### src/rtl/uart_ins_loader.sv
// UART (8N1) program loader: packs received bytes big-endian into 32-bit words and
// writes them into instruction memory until a terminator word or full capacity.
module uart_ins_loader #(
    parameter int unsigned CLK_FREQ = 50000000,
    parameter int unsigned BAUD     = 115200,
    parameter int unsigned AW       = 6,
    parameter int unsigned GAP_BITS = 32
) (
    input  logic          CLK,
    input  logic          RST,
    input  logic          RXD,
    input  logic          START,
    output logic          WE,
    output logic [31:0]   W_Ins,
    output logic [AW-1:0] W_Addr,
    output logic          BUSY,
    output logic          DONE,
    output logic          ERR,
    output logic [AW:0]   WCNT
);
    localparam int unsigned DIV = CLK_FREQ / BAUD;
    localparam int unsigned CW  = $clog2(DIV);
    localparam int unsigned GAP = GAP_BITS * DIV;
    localparam int unsigned GW  = $clog2(GAP + 1);

    localparam logic [CW-1:0] CntHalf = CW'(DIV / 2 - 1);
    localparam logic [CW-1:0] CntLast = CW'(DIV - 1);
    localparam logic [GW-1:0] GapLast = GW'(GAP - 1);
    localparam logic [AW:0]   WcntCap = {1'b1, {AW{1'b0}}};

    typedef enum logic [1:0] {RIdle, RStart, RData, RStop} rx_state_e;
    typedef enum logic {LIdle, LLoad} ld_state_e;

    // Two-flop synchronizer; resets to the idle-high line level.
    logic rx_meta_q, rxs_q;
    always_ff @(posedge CLK or negedge RST) begin
        if (!RST) begin
            rx_meta_q <= 1'b1;
            rxs_q     <= 1'b1;
        end else begin
            rx_meta_q <= RXD;
            rxs_q     <= rx_meta_q;
        end
    end

    rx_state_e     rx_state_q, rx_state_d;
    logic [CW-1:0] cnt_q, cnt_d;
    logic [2:0]    bit_q, bit_d;
    logic [7:0]    sh_q, sh_d;
    logic          byte_valid_q, byte_valid_d;
    logic          frame_err_q, frame_err_d;

    always_ff @(posedge CLK or negedge RST) begin
        if (!RST) begin
            rx_state_q   <= RIdle;
            cnt_q        <= '0;
            bit_q        <= '0;
            sh_q         <= '0;
            byte_valid_q <= 1'b0;
            frame_err_q  <= 1'b0;
        end else begin
            rx_state_q   <= rx_state_d;
            cnt_q        <= cnt_d;
            bit_q        <= bit_d;
            sh_q         <= sh_d;
            byte_valid_q <= byte_valid_d;
            frame_err_q  <= frame_err_d;
        end
    end

    always_comb begin
        rx_state_d   = rx_state_q;
        cnt_d        = cnt_q;
        bit_d        = bit_q;
        sh_d         = sh_q;
        byte_valid_d = 1'b0;
        frame_err_d  = 1'b0;
        unique case (rx_state_q)
            RIdle: begin
                if (!rxs_q) begin
                    rx_state_d = RStart;
                    cnt_d      = '0;
                end
            end
            RStart: begin
                if (cnt_q == CntHalf) begin
                    cnt_d      = '0;
                    bit_d      = '0;
                    rx_state_d = rxs_q ? RIdle : RData;
                end else begin
                    cnt_d = cnt_q + CW'(1);
                end
            end
            RData: begin
                if (cnt_q == CntLast) begin
                    cnt_d = '0;
                    sh_d  = {rxs_q, sh_q[7:1]};
                    bit_d = bit_q + 3'd1;
                    if (bit_q == 3'd7) rx_state_d = RStop;
                end else begin
                    cnt_d = cnt_q + CW'(1);
                end
            end
            RStop: begin
                if (cnt_q == CntLast) begin
                    cnt_d        = '0;
                    rx_state_d   = RIdle;
                    byte_valid_d = rxs_q;
                    frame_err_d  = !rxs_q;
                end else begin
                    cnt_d = cnt_q + CW'(1);
                end
            end
            default: rx_state_d = RIdle;
        endcase
    end

    ld_state_e     ld_state_q, ld_state_d;
    logic [31:0]   word_q, word_d;
    logic [2:0]    nbyte_q, nbyte_d;
    logic [GW-1:0] gap_q, gap_d;
    logic          we_q, we_d;
    logic [31:0]   w_ins_q, w_ins_d;
    logic [AW-1:0] addr_q, addr_d;
    logic [AW:0]   wcnt_q, wcnt_d;
    logic          done_q, done_d;
    logic          err_q, err_d;

    always_ff @(posedge CLK or negedge RST) begin
        if (!RST) begin
            ld_state_q <= LIdle;
            word_q     <= '0;
            nbyte_q    <= '0;
            gap_q      <= '0;
            we_q       <= 1'b0;
            w_ins_q    <= '0;
            addr_q     <= '0;
            wcnt_q     <= '0;
            done_q     <= 1'b0;
            err_q      <= 1'b0;
        end else begin
            ld_state_q <= ld_state_d;
            word_q     <= word_d;
            nbyte_q    <= nbyte_d;
            gap_q      <= gap_d;
            we_q       <= we_d;
            w_ins_q    <= w_ins_d;
            addr_q     <= addr_d;
            wcnt_q     <= wcnt_d;
            done_q     <= done_d;
            err_q      <= err_d;
        end
    end

    always_comb begin
        ld_state_d = ld_state_q;
        word_d     = word_q;
        nbyte_d    = nbyte_q;
        gap_d      = gap_q;
        we_d       = 1'b0;
        w_ins_d    = w_ins_q;
        addr_d     = addr_q;
        wcnt_d     = wcnt_q;
        done_d     = done_q;
        err_d      = err_q;
        if (ld_state_q == LLoad) begin
            // Address/count advance the cycle after the write strobe.
            if (we_q) begin
                addr_d = addr_q + AW'(1);
                wcnt_d = wcnt_q + (AW + 1)'(1);
                if (wcnt_d == WcntCap) begin
                    done_d     = 1'b1;
                    ld_state_d = LIdle;
                end
            end
            if (nbyte_q == 3'd4) begin
                nbyte_d = '0;
                if (&word_q) begin
                    done_d     = 1'b1;
                    ld_state_d = LIdle;
                end else begin
                    we_d    = 1'b1;
                    w_ins_d = word_q;
                end
            end else if (frame_err_q) begin
                err_d   = 1'b1;
                nbyte_d = '0;
            end else if (byte_valid_q) begin
                word_d  = {word_q[23:0], sh_q};
                nbyte_d = nbyte_q + 3'd1;
                gap_d   = '0;
            end else if (nbyte_q != 3'd0) begin
                if (gap_q == GapLast) begin
                    err_d   = 1'b1;
                    nbyte_d = '0;
                end else begin
                    gap_d = gap_q + GW'(1);
                end
            end
        end
        // START arms from idle and restarts an active load alike.
        if (START) begin
            ld_state_d = LLoad;
            done_d     = 1'b0;
            err_d      = 1'b0;
            wcnt_d     = '0;
            addr_d     = '0;
            nbyte_d    = '0;
            gap_d      = '0;
            we_d       = 1'b0;
        end
    end

    assign WE     = we_q;
    assign W_Ins  = w_ins_q;
    assign W_Addr = addr_q;
    assign BUSY   = (ld_state_q == LLoad);
    assign DONE   = done_q;
    assign ERR    = err_q;
    assign WCNT   = wcnt_q;
endmodule

### config.mk
export PLATFORM = sky130hd
export DESIGN_NAME = uart_ins_loader
export DESIGN_NICKNAME = d
export VERILOG_FILES = /design/src/rtl/uart_ins_loader.sv
export SDC_FILE = /design/constraint.sdc
export NUM_CORES = 1
export LEC_CHECK = 0
export ABC_AREA = 1
export CORE_ASPECT_RATIO = 0.75
export CORE_MARGIN = 2
export CORE_UTILIZATION = 45
export CTS_CLUSTER_DIAMETER = 80
export DETAILED_ROUTE_END_ITERATION = 7
export HOLD_SLACK_MARGIN = 0.08
export PLACE_DENSITY = 0.68
export SLEW_MARGIN = 30
export SYNTH_ARGS = -nofsm -noshare
export SYNTH_HDL_FRONTEND = slang
export SYNTH_SLANG_ARGS = --single-unit
### constraint.sdc
create_clock -name CLK -period 4.3 [get_ports CLK]
set_clock_uncertainty 0.15 [all_clocks]
set_input_delay 1.29 -clock CLK [delete_from_list [all_inputs] [get_ports CLK]]
set_output_delay 1.29 -clock CLK [all_outputs]
set_load 0.01 [all_outputs]
Figure 1. PDN straps and rails.
Drawn at 3 px/um. Pins as bars on the die edge. Tap cells in gray.
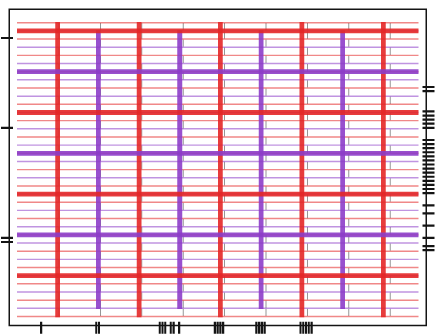
| net | color |
|---|---|
| VSS | red |
| VDD | purple |
met5 straps: 7
met4 straps: 9

Figure 2. Cell classes on the final placement.
Drawn at 3 px/um. Fill, decap, tap and diode cells in gray.
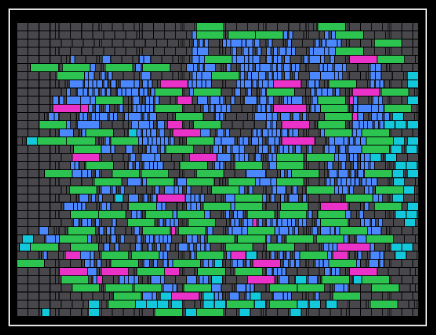
| class | color | cells | share of their area |
|---|---|---|---|
| remaining buffers and delay cells | cyan | 56 | 7.7% |
| registers | green | 124 | 44% |
| remaining logic cells | blue | 579 | 40% |
| clock drivers and dummy loads | magenta | 32 | 8.8% |

==> impl_metrics.json <==
{
  "status": "finished, final reports clean",
  "ys_seq_frac": 0.509,
  "cts_tree": "done",
  "antenna_left": 0,
  "chipArea_um2": 14500,
  "syn_nets": 738,
  "synth_dominant_cell_count": "nand2_1",
  "grt_max_degree": 65,
  "p_seq_frac": 0.432,
  "power_leader": "the clock network",
  "tool_warnings": 29,
  "fillCellCount": 1162,
  "adder_share": 0.0205,
  "drt-vias-per-instance": 5.02,
  "die-height_um": 105,
  "clock_power_share": 0.547,
  "cp_slowest_stage_delay_ns": 0.61,
  "top_area_frac": 0.500,
  "critPathKind": "reg -> out",
  "top_usage_layer": "met2",
  "syn_area_per_cell_um2": 8.43,
  "core_area_um2": 13100,
  "holdBufCountCts": 0,
  "p_seq_mw": 1.18,
  "finalClockPeriodUsage": 0.699
}
Figure 3. Clock network drawn from the DEF.
Drawn at 3 px/um.
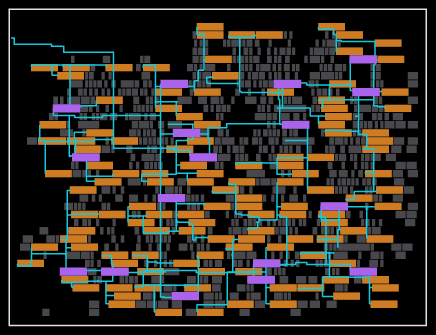
[clock-net drivers] purple | count: 17
[flip-flops] orange | count: 124
[clock wires] cyan | length: 1590 um
flops lie: spread over the die

Figure 4. Signal wires by layer.
Drawn at 3 px/um.
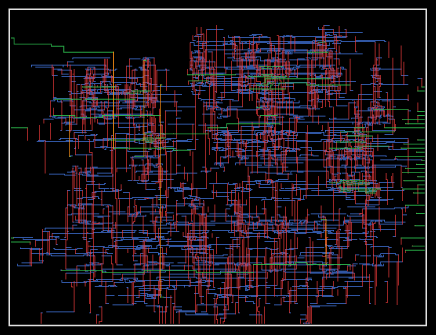
| layer | color | wire length |
|---|---|---|
| M4 | orange | 163 um |
| M1 | blue | 5940 um |
| M2 | red | 5710 um |
| M3 | green | 730 um |

[area by class of cell]
cell class | instances | share of cell area
clock buffers | 26 | 0.0707
clock inverters | 6 | 0.0146
inverters | 92 | 0.0470
multi-input cells | 487 | 0.341
flip-flops and latches | 124 | 0.423
well taps | 171 | 0.0291
repair buffers | 56 | 0.0746
[flip-flops by register name, summed over array words and instances, names as in the netlist, named ones only]
signal,count
W_Ins,32
DONE,1
rxs_q,1
cnt_q,9
nbyte_q,3
rx_state_q,1
WCNT,7
word_q,32
bit_q,3
frame_err_q,1
BUSY,1
WE,1
rx_meta_q,1
sh_q,8
gap_q,14
W_Addr,6
ERR,1
byte_valid_q,1
